==> config.mk <==
export PLATFORM = sky130hd
export DESIGN_NAME = scalar_fu_issuer
export DESIGN_NICKNAME = d
export VERILOG_FILES = /design/src/rtl/scalar_fu_issuer.sv
export SDC_FILE = /design/constraint.sdc
export NUM_CORES = 1
export LEC_CHECK = 0
export CORE_ASPECT_RATIO = 0.6
export CORE_UTILIZATION = 38
export CTS_BUF_LIST = sky130_fd_sc_hd__clkbuf_8
export DETAILED_ROUTE_END_ITERATION = 10
export PLACE_DENSITY = 0.71
export SYNTH_ARGS = -nofsm -noshare
export SYNTH_HDL_FRONTEND = slang
export SYNTH_SLANG_ARGS = --single-unit
==> constraint.sdc <==
create_clock -name clk -period 4.96 [get_ports clk]
set_input_delay 0.744 -clock clk [delete_from_list [all_inputs] [get_ports clk]]
set_output_delay 0.744 -clock clk [all_outputs]
set_load 0.03 [all_outputs]
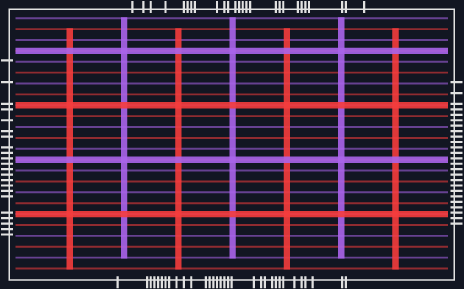
(supply network)
Scale: 4 px per um. Pins as bars on the die edge.
- red: VSS
- purple: VDD
- met5 straps: 4
- met1 rails: 24
Die Span Y: 67.3 um
CORE AREA: 6760 um^2
Worst VDD drop: 196 uV
die x size: 111 um

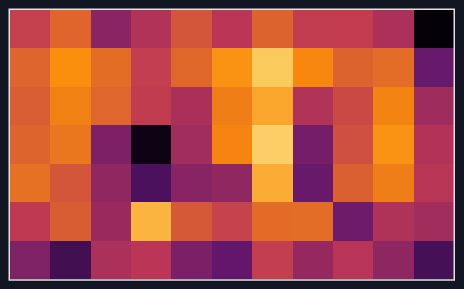
(cell density map)
Scale: 4 px per um. 11 x 7 tiles, from black (low) to pale yellow (high), 0 to 100% covered.
- tiles over 75% full: 10%
- densest ninth of the die: top center
- fullest tile: 90%
- nearly empty tiles: 1.3%
- mean over tiles: 53%
fp util: 0.400
final core occ: 0.596

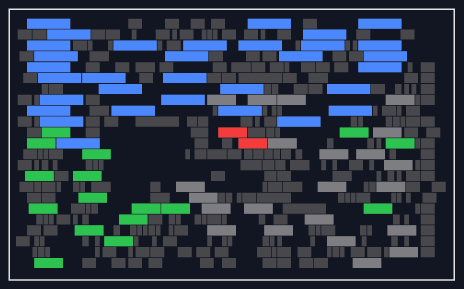
(sequential cells grouped by signal name)
Scale: 4 px per um. Other sequential cells in the stronger gray, the rest of the logic in the fainter gray.
- green: fu_b (flops 16)
- red: state_q (flops 2)
- blue: mem_q (flops 32)
flop share of the area: 0.437
P_seq: 0.690 mW
sequential cell area: 1760 um^2

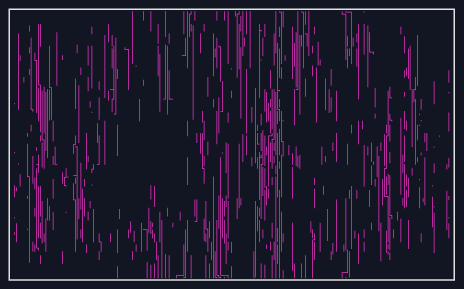
(the metal 2 layer)
Scale: 4 px per um.
- nets with wire on the layer: 333
- longest straight run: 29.4 um
Total Wirelength: 6090 um
Global Route met2 Usage: 0.268

==> flow_metrics.tcl <==
# yosys + openroad results
set metrics [dict create \
    async_flop_share 0 \
    switchingPower_mw 0.475 \
    yosysWarningCount 0 \
    biggestCellCategory "sequential cells" \
    dr_wl_met2_um 2850 \
    pre_cts_ws_ns 2.14 \
    path_class "reg2out" \
    use_met1 0.198 \
    clk_share 0.0605 \
    hp-class "reg2reg" \
    reg2regPathDepth 4 \
    nClkBuffers 10 \
    top_area_frac 0.355 \
    ys_sh_aoi 0.0740 \
    largest_reg_flops 32 \
    ant_nets 0 \
    nNonClkBuffers 108 \
    pg_clk_mw 0.554 \
    drtPass1Iterations 4 \
    maxSlewViolCount 0 \
    power.internal_mw 1.18 \
    grt_overflow_total 0 \
    pg_comb_mw 0.414 \
    critPathMaxFanout 17 \
    grt-busiest-layer "met2" \
    tightest_slew_ns 1.17 \
    hold_slack_ns 0.456 \
    grt_use_total 0.165 \
    cts_buffers 9 \
    fin_tns_setup_ns 0 \
    buf_share 0.266 \
    routed-via-count 2062 \
    final_common_cell "clkdlybuf4s50_1" \
    synth.avg_cell_area_um2 10.9 \
    hold_violations 0 \
    status "finished, final reports clean" \
    clock-sinks 72 \
    ys_ff 72 \
    power.total_mw 1.66 \
    place_inst 425 \
    slew_headroom 0.220 \
    grt_use_met3 0.0700 \
    comb_power_share 0.249 \
    mux_share 0.0592 \
    root_buffer "clkbuf_8" \
    drive_gt1_frac 0.0706 \
    sw_frac_of_total 0.286 \
    grt_max_degree 41 \
    synth.most_common_cell "nand2_1" \
    post_cts_buffers 0 \
    path_cells "nor2_1 -> nor2_1 -> clkdlybuf4s50_1" \
    drv_cap 0 \
    grt_pass1_wl_um 9360 \
    first_global_vias 1969 \
    tapCellCount 87 \
    crit_cells 3 \
    port_buffers 104 \
    logic_family "simple AND/OR/NAND/NOR gates" \
    r2r_slack_ns 3.19 \
    io_pins 105 \
    logic_area_um2 837 \
    clkTransAtPathRegs_ns 0.07 \
    final_cell_mix "104 x clkdlybuf4s50_1, 64 x nand2_1, 40 x dfxtp_1" \
    path_common_cell "nor2_1" \
    placed_cell_area_um2 3790 \
    antenna_found_initial 0 \
]
No activity file was given, so power comes from the tool's default toggle rates.
